--- src/rtl/reg_arb_pkg.sv ---
// Shared types and the round-robin pick function used by the
// register write arbiter.
package reg_arb_pkg;

  typedef enum logic {
    IDLE,
    OWNED
  } arb_state_t;

  localparam int MAXN  = 32;
  localparam int N_DEF = 4;
  localparam int IDW   = $clog2(N_DEF);

  // Index of the first set bit of req searching ptr, ptr+1, ... mod n,
  // or -1 when req is empty.
  function automatic int rr_pick(
    input logic [MAXN-1:0] req,
    input int              ptr,
    input int              n
  );
    int res;
    int k;
    res = -1;
    for (int j = MAXN - 1; j >= 0; j--) begin
      if (j < n) begin
        k = ptr + j;
        if (k >= n) k = k - n;
        if (req[k]) res = k;
      end
    end
    return res;
  endfunction

endpackage

--- src/rtl/reg_write_arbiter_pick.sv ---
// Combinational N-way rotate-priority picker.
// Bit ptr has top priority, priority falls off going upward mod N.
module rr_pick_n
  import reg_arb_pkg::*;
#(
  parameter int N  = 4,
  parameter int IW = 2
) (
  input  logic [N-1:0]  req,
  input  logic [IW-1:0] ptr,
  output logic          found,
  output logic [IW-1:0] idx
);

  logic [MAXN-1:0] req_w;
  int              pick;

  always_comb begin
    req_w        = '0;
    req_w[N-1:0] = req;
    pick         = rr_pick(req_w, int'(ptr), N);
    found        = (pick >= 0);
    idx          = found ? IW'(pick) : '0;
  end

endmodule

--- src/rtl/reg_write_arbiter.sv ---
// One enable-gated register shared by N writers through a
// round-robin arbiter with bounded lock bursts.
module reg_write_arbiter
  import reg_arb_pkg::*;
#(
  parameter int               N        = 4,
  parameter int               width    = 32,
  parameter logic [width-1:0] init     = '0,
  parameter int               MAX_HOLD = 8
) (
  input  logic                   CLK,
  input  logic                   RST,
  input  logic [N-1:0]           req,
  input  logic [N-1:0]           lock,
  input  logic [N*width-1:0]     wdata,
  output logic [N-1:0]           gnt,
  output logic [width-1:0]       Q_OUT,
  output logic                   upd,
  output logic [$clog2(N)-1:0]   upd_id,
  output logic                   owned
);

  localparam int IW = $clog2(N);
  localparam int HW = (MAX_HOLD > 1) ? $clog2(MAX_HOLD) : 1;
  localparam logic [HW-1:0] HMAX = HW'(MAX_HOLD - 1);

  arb_state_t state, state_nx;
  logic [IW-1:0] ptr, ptr_nx;
  logic [IW-1:0] owner, owner_nx;
  logic [HW-1:0] hold_cnt, hold_nx;

  logic          pk_found;
  logic [IW-1:0] pk_idx;
  logic [IW-1:0] gidx;
  logic          acc;
  logic [width-1:0] d_in;

  function automatic logic [IW-1:0] nxt(
    input logic [IW-1:0] i
  );
    return (i == IW'(N - 1)) ? '0 : i + 1'b1;
  endfunction

  rr_pick_n #(
    .N  (N),
    .IW (IW)
  ) u_pick (
    .req   (req),
    .ptr   (ptr),
    .found (pk_found),
    .idx   (pk_idx)
  );

  always_comb begin
    gnt      = '0;
    gidx     = pk_idx;
    acc      = 1'b0;
    state_nx = state;
    ptr_nx   = ptr;
    owner_nx = owner;
    hold_nx  = hold_cnt;
    unique case (state)
      IDLE: begin
        if (pk_found) begin
          gnt[pk_idx] = 1'b1;
          acc         = 1'b1;
          ptr_nx      = nxt(pk_idx);
          if (lock[pk_idx]) begin
            state_nx = OWNED;
            owner_nx = pk_idx;
            hold_nx  = '0;
          end
        end
      end
      OWNED: begin
        gidx = owner;
        if (req[owner]) begin
          gnt[owner] = 1'b1;
          acc        = 1'b1;
        end
        if (hold_cnt != HMAX) hold_nx = hold_cnt + 1'b1;
        // Expiry moves the owner to lowest priority.
        if (hold_cnt == HMAX) begin
          state_nx = IDLE;
          ptr_nx   = nxt(owner);
          hold_nx  = '0;
        end else if (!lock[owner]) begin
          state_nx = IDLE;
          hold_nx  = '0;
        end
      end
      default: ;
    endcase
    if (RST) begin
      gnt = '0;
      acc = 1'b0;
    end
  end

  always_comb begin
    d_in = wdata[width-1:0];
    for (int i = 0; i < N; i++) begin
      if (gidx == IW'(i)) d_in = wdata[i*width +: width];
    end
  end

  always_ff @(posedge CLK or posedge RST) begin
    if (RST) begin
      state    <= IDLE;
      ptr      <= '0;
      owner    <= '0;
      hold_cnt <= '0;
    end else begin
      state    <= state_nx;
      ptr      <= ptr_nx;
      owner    <= owner_nx;
      hold_cnt <= hold_nx;
    end
  end

  always_ff @(posedge CLK or posedge RST) begin
    if (RST) begin
      Q_OUT  <= init;
      upd    <= 1'b0;
      upd_id <= '0;
    end else begin
      upd <= acc;
      if (acc) begin
        Q_OUT  <= d_in;
        upd_id <= gidx;
      end
    end
  end

  assign owned = (state == OWNED);

endmodule

--- config.mk ---
export PLATFORM = sky130hd
export DESIGN_NAME = reg_write_arbiter
export DESIGN_NICKNAME = d
export VERILOG_FILES = /design/src/rtl/reg_arb_pkg.sv /design/src/rtl/reg_write_arbiter_pick.sv /design/src/rtl/reg_write_arbiter.sv
export SDC_FILE = /design/constraint.sdc
export NUM_CORES = 1
export LEC_CHECK = 0
export CAP_MARGIN = 25
export CORE_MARGIN = 1.5
export CORE_UTILIZATION = 44
export CTS_CLUSTER_SIZE = 12
export DETAILED_ROUTE_END_ITERATION = 8
export HOLD_SLACK_MARGIN = 0.15
export PLACE_DENSITY = 0.88
export RECOVER_POWER = 50
export SLEW_MARGIN = 15
export SYNTH_ARGS = -nofsm -noshare
export SYNTH_HDL_FRONTEND = slang
export SYNTH_SLANG_ARGS = --single-unit
--- constraint.sdc ---
create_clock -name CLK -period 6.5 [get_ports CLK]
set_input_delay 0.975 -clock CLK [delete_from_list [all_inputs] [get_ports CLK]]
set_output_delay 0.975 -clock CLK [all_outputs]
set_load 0.02 [all_outputs]
==> out/results.ini <==
[run_status]
status = complete, no violations

[power]
powerClk_mw = 0.250
swShare = 0.461
power.total_mw = 2.80
clockPowerShare = 0.089
p_per_area_mw_per_mm2 = 526
powerSeq_mw = 0.518
power.switching_mw = 1.29
p_int_mw = 1.51
powerComb_mw = 2.03
maxPowerGroup = combinational logic

[global_routing]
gr-total-overflow = 0
antenna_found_initial = 0
grt_pass1_wl_mm = 15.4
grt_pass1_vias = 3187
grt_max_degree = 45

[logic_synthesis]
flop_cell = dfrtp_1
simple_gate_area_frac = 0.105
synth-area-yosys_sq_mm = 0.00344
syn-num-nets = 456
async_flop_share = 1.00
synthDistinctLibCells = 48
synth.most_common_cell = mux2i_1
muxShareOfSynthArea = 0.239
ys_cells = 303
synthAoiAreaFrac = 0.209
topCellsByArea = dfrtp_1, mux2i_1, o221ai_2, ha_1, nand2_1
top_area_frac = 0.312
ys_warn_count = 0
xor_share = 0.00254

[hold_path]
hold_path_depth = 2
hold_path_end = Q_OUT[25]

[worst_setup_path]
crit_cells = 12
worst_setup_path_start_kind = flop
worstRegToRegCells = 10
critPathMaxFanout = 14
crit_chain = inv_1 -> ha_1 -> nand3b_1 -> a21oi_4 -> nor2_4 -> nor3_4 -> nand2b_1 -> inv_1 -> ha_1 -> a22oi_1 -> nor2_1 -> clkdlybuf4s50_1
rr_endpoint = Q_OUT[31]
endpoint = gnt[2]
r2r_slack_ns = 2.30

[final_timing]
tns_ns = 0
finalHoldViolations = 0
setup_viol = 0
layout_min_cycle_time_ns = 4.79
fin_crit_sh = 0.737

[finish]
clk_share = 0.0249
drive_gt1_frac = 0.134
design_area_sq_mm = 0.00532
regMostFlops = Q_OUT
nFillCells = 588
nClkBuffers = 6
logic_area_sq_mm = 0.00210
reg_top3 = Q_OUT x32, hold_cnt x3
layout_top_cells = clkdlybuf4s50_1, mux2i_1, dfrtp_1, nand2_1, o221ai_2
largest_reg_flops = 32
flops = 43
final_common_cell = clkdlybuf4s50_1
syn2layout_area_growth_pct = 54.4

[cts]
numCtsBuffers = 5
cts_resized = 0
cts_tree = yes

[route]
wl_mm = 9.66
vias = 3094
drtPass1Iterations = 4
dr.max_layer_used = met4

[floorplan]
chip_area_sq_mm = 0.00837
die_x_microns = 91.5
fp.coreArea_sq_mm = 0.00765
ios = 178

[place]
post-place-cells = 564
placed_cell_area_sq_mm = 0.00518
numPortBuffers = 177
pre_cts_slack_ns = 1.81

[flow_run]
maxCapViolCount = 0

flops_by_reg.png
(4 px per micron) Other sequential cells in the stronger gray, the rest of the logic in the fainter gray.
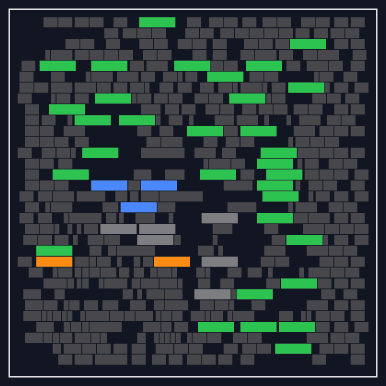
orange -> ptr  # flops 2
green -> Q_OUT  # flops 32, where all over the die
blue -> hold_cnt  # flops 3

congestion.png
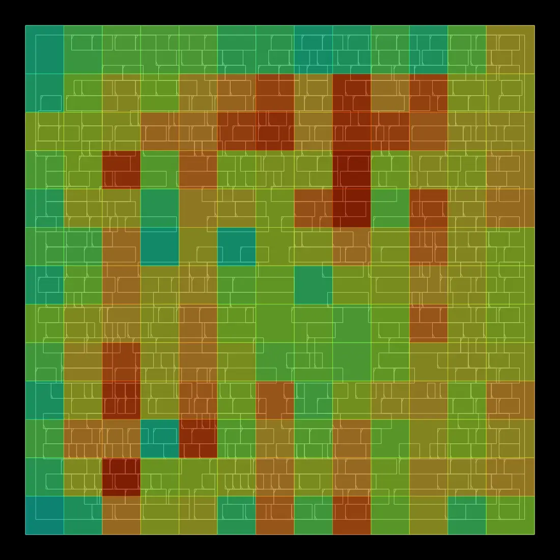
Total GRT Usage: 0.228
DR WL/cell: 16.9 microns
met1 usage in global routing: 0.261
GR peak layer: met2

